===== src/rtl/modexp_ctrl.sv =====
// Right-to-left square-and-multiply sequencer for C = M^E mod N.
// Drives the shared table-lookup modulo unit one product reduction at a time.
module modexp_ctrl #(
    parameter int DW = 6,
    parameter int EW = 6,
    parameter int AW = 18
) (
    input  logic          clk,
    input  logic          rst_n,
    input  logic          start,
    input  logic [DW-1:0] msg,
    input  logic [EW-1:0] exp,
    input  logic [DW-1:0] modn,
    output logic [AW-1:0] mod_addr,
    output logic          mod_hold,
    input  logic [DW-1:0] mod_data,
    output logic          busy,
    output logic          done,
    output logic          err,
    output logic [DW-1:0] result
);

    typedef enum logic [3:0] {
        S_IDLE  = 4'd0,
        S_FAIL  = 4'd1,
        S_RED_I = 4'd2,
        S_RED_W = 4'd3,
        S_MUL_I = 4'd4,
        S_MUL_W = 4'd5,
        S_SQR_I = 4'd6,
        S_SQR_W = 4'd7,
        S_FIN   = 4'd8
    } state_t;

    state_t        state_q, state_d;
    logic [DW-1:0] base_q, base_d;
    logic [DW-1:0] acc_q, acc_d;
    logic [EW-1:0] e_sh_q, e_sh_d;
    logic [DW-1:0] n_m1_q, n_m1_d;
    logic [AW-1:0] mod_addr_q, mod_addr_d;
    logic          mod_hold_q, mod_hold_d;
    logic          busy_q, busy_d;
    logic          done_q, done_d;
    logic          err_q, err_d;
    logic [DW-1:0] result_q, result_d;

    logic [EW-1:0]   e_shr_s;
    logic [DW-1:0]   op_a_s, op_b_s;
    logic [2*DW-1:0] prod_s;
    logic            issue_s;

    assign e_shr_s = e_sh_q >> 1;

    // State and datapath registers
    always_ff @(posedge clk or negedge rst_n) begin
        if (!rst_n) begin
            state_q    <= S_IDLE;
            base_q     <= '0;
            acc_q      <= '0;
            e_sh_q     <= '0;
            n_m1_q     <= '0;
            mod_addr_q <= '0;
            mod_hold_q <= 1'b1;
            busy_q     <= 1'b0;
            done_q     <= 1'b0;
            err_q      <= 1'b0;
            result_q   <= '0;
        end else begin
            state_q    <= state_d;
            base_q     <= base_d;
            acc_q      <= acc_d;
            e_sh_q     <= e_sh_d;
            n_m1_q     <= n_m1_d;
            mod_addr_q <= mod_addr_d;
            mod_hold_q <= mod_hold_d;
            busy_q     <= busy_d;
            done_q     <= done_d;
            err_q      <= err_d;
            result_q   <= result_d;
        end
    end

    // Next-state logic: one ISSUE/WAIT pair per reduction
    always_comb begin
        state_d = state_q;
        case (state_q)
            S_IDLE: begin
                if (start) begin
                    state_d = (modn == {DW{1'b0}}) ? S_FAIL : S_RED_I;
                end else begin
                    state_d = S_IDLE;
                end
            end
            S_FAIL:  state_d = S_IDLE;
            S_RED_I: state_d = S_RED_W;
            S_RED_W: begin
                if (e_sh_q == {EW{1'b0}}) begin
                    state_d = S_FIN;
                end else if (e_sh_q[0]) begin
                    state_d = S_MUL_I;
                end else begin
                    state_d = S_SQR_I;
                end
            end
            S_MUL_I: state_d = S_MUL_W;
            S_MUL_W: state_d = (e_shr_s == {EW{1'b0}}) ? S_FIN : S_SQR_I;
            S_SQR_I: state_d = S_SQR_W;
            S_SQR_W: state_d = e_sh_q[0] ? S_MUL_I : S_SQR_I;
            S_FIN:   state_d = S_IDLE;
            default: state_d = S_IDLE;
        endcase
    end

    // Datapath updates; done/err/result are loaded on entry to FIN/FAIL so they line up
    always_comb begin
        base_d   = base_q;
        acc_d    = acc_q;
        e_sh_d   = e_sh_q;
        n_m1_d   = n_m1_q;
        busy_d   = busy_q;
        done_d   = 1'b0;
        err_d    = 1'b0;
        result_d = result_q;
        case (state_q)
            S_IDLE: begin
                if (start) begin
                    busy_d = 1'b1;
                    e_sh_d = exp;
                    n_m1_d = modn - {{(DW-1){1'b0}}, 1'b1};
                    base_d = {DW{1'b0}};
                    acc_d  = (modn == {{(DW-1){1'b0}}, 1'b1}) ? {DW{1'b0}} : {{(DW-1){1'b0}}, 1'b1};
                    if (modn == {DW{1'b0}}) begin
                        done_d   = 1'b1;
                        err_d    = 1'b1;
                        result_d = {DW{1'b0}};
                    end else begin
                        done_d = 1'b0;
                    end
                end else begin
                    busy_d = busy_q;
                end
            end
            S_FAIL: busy_d = 1'b0;
            S_RED_W: begin
                base_d = mod_data;
                if (e_sh_q == {EW{1'b0}}) begin
                    result_d = acc_q;
                    done_d   = 1'b1;
                end else if (!e_sh_q[0]) begin
                    // Going straight to a square: consume the clear low bit now
                    e_sh_d = e_shr_s;
                end else begin
                    e_sh_d = e_sh_q;
                end
            end
            S_MUL_W: begin
                acc_d  = mod_data;
                e_sh_d = e_shr_s;
                if (e_shr_s == {EW{1'b0}}) begin
                    result_d = mod_data;
                    done_d   = 1'b1;
                end else begin
                    done_d = 1'b0;
                end
            end
            S_SQR_W: begin
                base_d = mod_data;
                if (!e_sh_q[0]) begin
                    e_sh_d = e_shr_s;
                end else begin
                    e_sh_d = e_sh_q;
                end
            end
            S_FIN: begin
                result_d = acc_q;
                busy_d   = 1'b0;
            end
            default: begin
                busy_d = busy_q;
            end
        endcase
    end

    // Operand select for the next ISSUE cycle; address is registered on entry
    always_comb begin
        op_a_s  = {DW{1'b0}};
        op_b_s  = {DW{1'b0}};
        issue_s = 1'b0;
        case (state_d)
            S_RED_I: begin
                op_a_s  = msg;
                op_b_s  = {{(DW-1){1'b0}}, 1'b1};
                issue_s = 1'b1;
            end
            S_MUL_I: begin
                op_a_s  = acc_d;
                op_b_s  = base_d;
                issue_s = 1'b1;
            end
            S_SQR_I: begin
                op_a_s  = base_d;
                op_b_s  = base_d;
                issue_s = 1'b1;
            end
            default: begin
                issue_s = 1'b0;
            end
        endcase
        prod_s     = {{DW{1'b0}}, op_a_s} * {{DW{1'b0}}, op_b_s};
        mod_hold_d = ~issue_s;
        if (issue_s) begin
            mod_addr_d = {n_m1_d, prod_s};
        end else begin
            mod_addr_d = mod_addr_q;
        end
    end

    assign mod_addr = mod_addr_q;
    assign mod_hold = mod_hold_q;
    assign busy     = busy_q;
    assign done     = done_q;
    assign err      = err_q;
    assign result   = result_q;

endmodule

===== config.mk =====
export PLATFORM = sky130hd
export DESIGN_NAME = modexp_ctrl
export DESIGN_NICKNAME = d
export VERILOG_FILES = /design/src/rtl/modexp_ctrl.sv
export SDC_FILE = /design/constraint.sdc
export NUM_CORES = 1
export LEC_CHECK = 0
export CELL_PAD_IN_SITES_DETAIL_PLACEMENT = 0
export CELL_PAD_IN_SITES_GLOBAL_PLACEMENT = 1
export CORE_ASPECT_RATIO = 1.75
export CORE_MARGIN = 2
export CORE_UTILIZATION = 40
export CTS_BUF_LIST = sky130_fd_sc_hd__clkbuf_4 sky130_fd_sc_hd__clkbuf_8
export CTS_CLUSTER_SIZE = 12
export DETAILED_ROUTE_END_ITERATION = 6
export PLACE_DENSITY = 0.89
export SLEW_MARGIN = 20
export SYNTH_ARGS = -nofsm -noshare
export SYNTH_HDL_FRONTEND = slang
export SYNTH_SLANG_ARGS = --single-unit

===== constraint.sdc =====
create_clock -name clk -period 4.8 [get_ports clk]
set_input_delay 0.72 -clock clk [delete_from_list [all_inputs] [get_ports clk]]
set_output_delay 0.72 -clock clk [all_outputs]
set_load 0.01 [all_outputs]

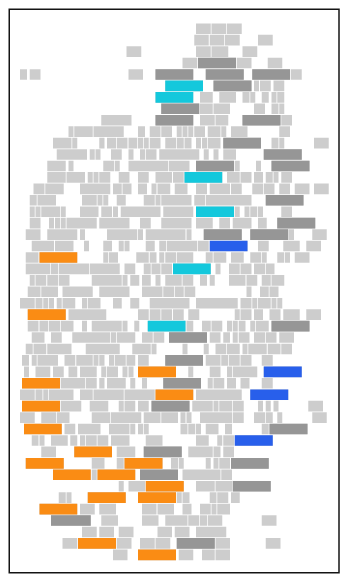
(images/flops_by_reg.png)
Other sequential cells in the stronger gray, the rest of the logic in the fainter gray.
| netlist name | color | sequential cells |
|---|---|---|
| `base_q` | cyan | 6 |
| `mod_addr` | orange | 18 |
| `state_q` | blue | 4 |
Final Core Density: 0.581
flop share of the area: 0.257
Flop area: 0.00140 mm^2
P_seq: 0.777 mW

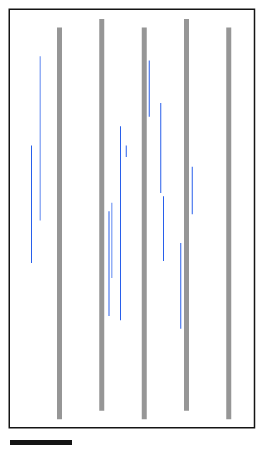
(images/layer_met4.png)
Bar = 20 um. Supply wires on this layer in gray.
nets with wire on the layer: 11
wire length on this layer: 321 um
longest straight run: 61.9 um
Routed Wire Length: 9920 um
routed vias: 3288

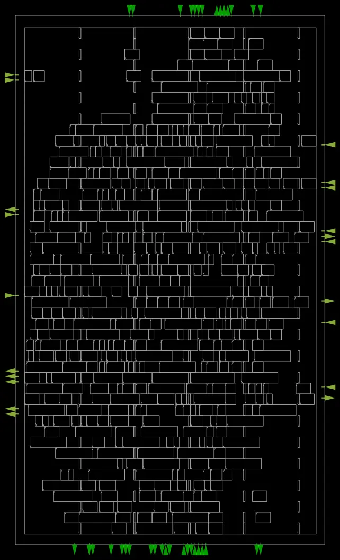
(images/placement.png)
seq_cells: 56
Filler cells: 823
Core Area: 0.00941 mm^2
num rows: 47
Post-Layout Cell Count: 644

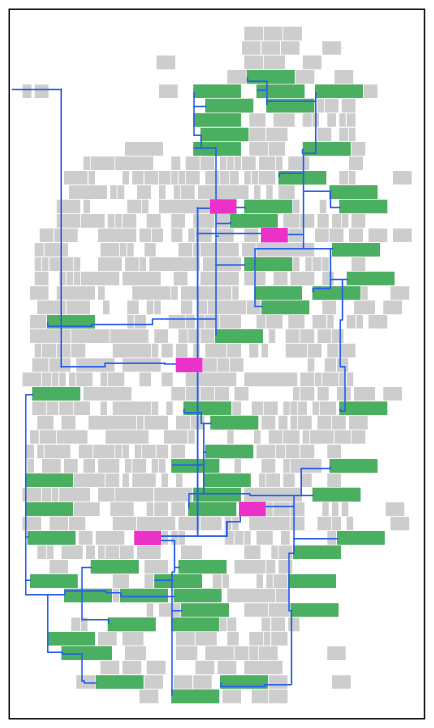
(images/clk_routes.png)
[flip-flops] green | count: 56
[clock wires] blue | length: 713 um
[clock drivers] magenta | count: 5
flops lie: spread over the die
P_clk: 0.373 mW
Clk pwr share: 0.132
clk latency late pin: 0.32 ns

==> flow_summary.yaml <==
# implementation run metrics
cells_and_area:
  lay_top_count: "buf_4"
  final_nets: 587
  largest_reg_flops: 18
  nMultiInputCombCells: 284
  comb_area_mm2: 0.00238
  drive_above_1_share: 0.322
logic_synthesis:
  floorplan.nets: 451
  topCellsByArea: "dfrtp_1 36%, fa_1 8.9%, ha_1 7.2%"
  top_cell_area_share: 0.358
  yosysMostFrequentCell: "dfrtp_1"
  ys_cells: 385
cts:
  ctsHoldBuffers: 0
floorplan:
  die_x_um: 78.1
  die_y_um: 134
  pin_count: 55
  chipArea_mm2: 0.0104
  well_tap_count: 122
global_route:
  grt_start_max_net_pins: 57
  grt.total_usage: 0.203
final_timing:
  setup_viol_count_final: 7
  hold_slack_ns: 0.478
  worst_slack_ns: -0.590
  fmax_mhz: 186
  rsz0062_at_grt: "true"
  clock-skew-final_ns: 0.00873
  worstMarginPinSlew_ns: 0.716
  relSlewSlack: 0.523
detailed_routing:
  wire_per_inst_um: 15.4
worst_setup_path:
  end_kind: "register"
  slowest_stage: "fa_1"
run_status:
  violations: "negative setup slack"
  status: "finished, violations left"
power:
  powerDensity_mw_per_mm2: 519
  comb-power_mw: 1.68
[final timing paths]
check	startpoint	end	slack, ns	depth (start not counted)
max in group asynchronous	rst_n	mod_addr[11]	3.80	2
max	modn[0]	mod_addr[11]	-0.59	22
max reg2reg	state_q[3]	mod_addr[10]	-0.30	20
min reg2reg	n_m1_q[4]	n_m1_q[4]	0.48	2
min	n_m1_q[4]	n_m1_q[4]	0.48	2
min in group asynchronous	rst_n	result[3]	0.51	2
[kinds of logic (layout without fill, tap and decap cells)]
family,after synthesis,in the layout,synth area share
compound gates,76,76,0.161
xor+xnor,11,11,0.0251
fa+ha+maj,39,39,0.160
buf+inv,45,182,0.0625
flops,56,56,0.365
mux,16,16,0.0469
simple gates,142,142,0.179
Power is estimated from default activity; no workload was simulated.
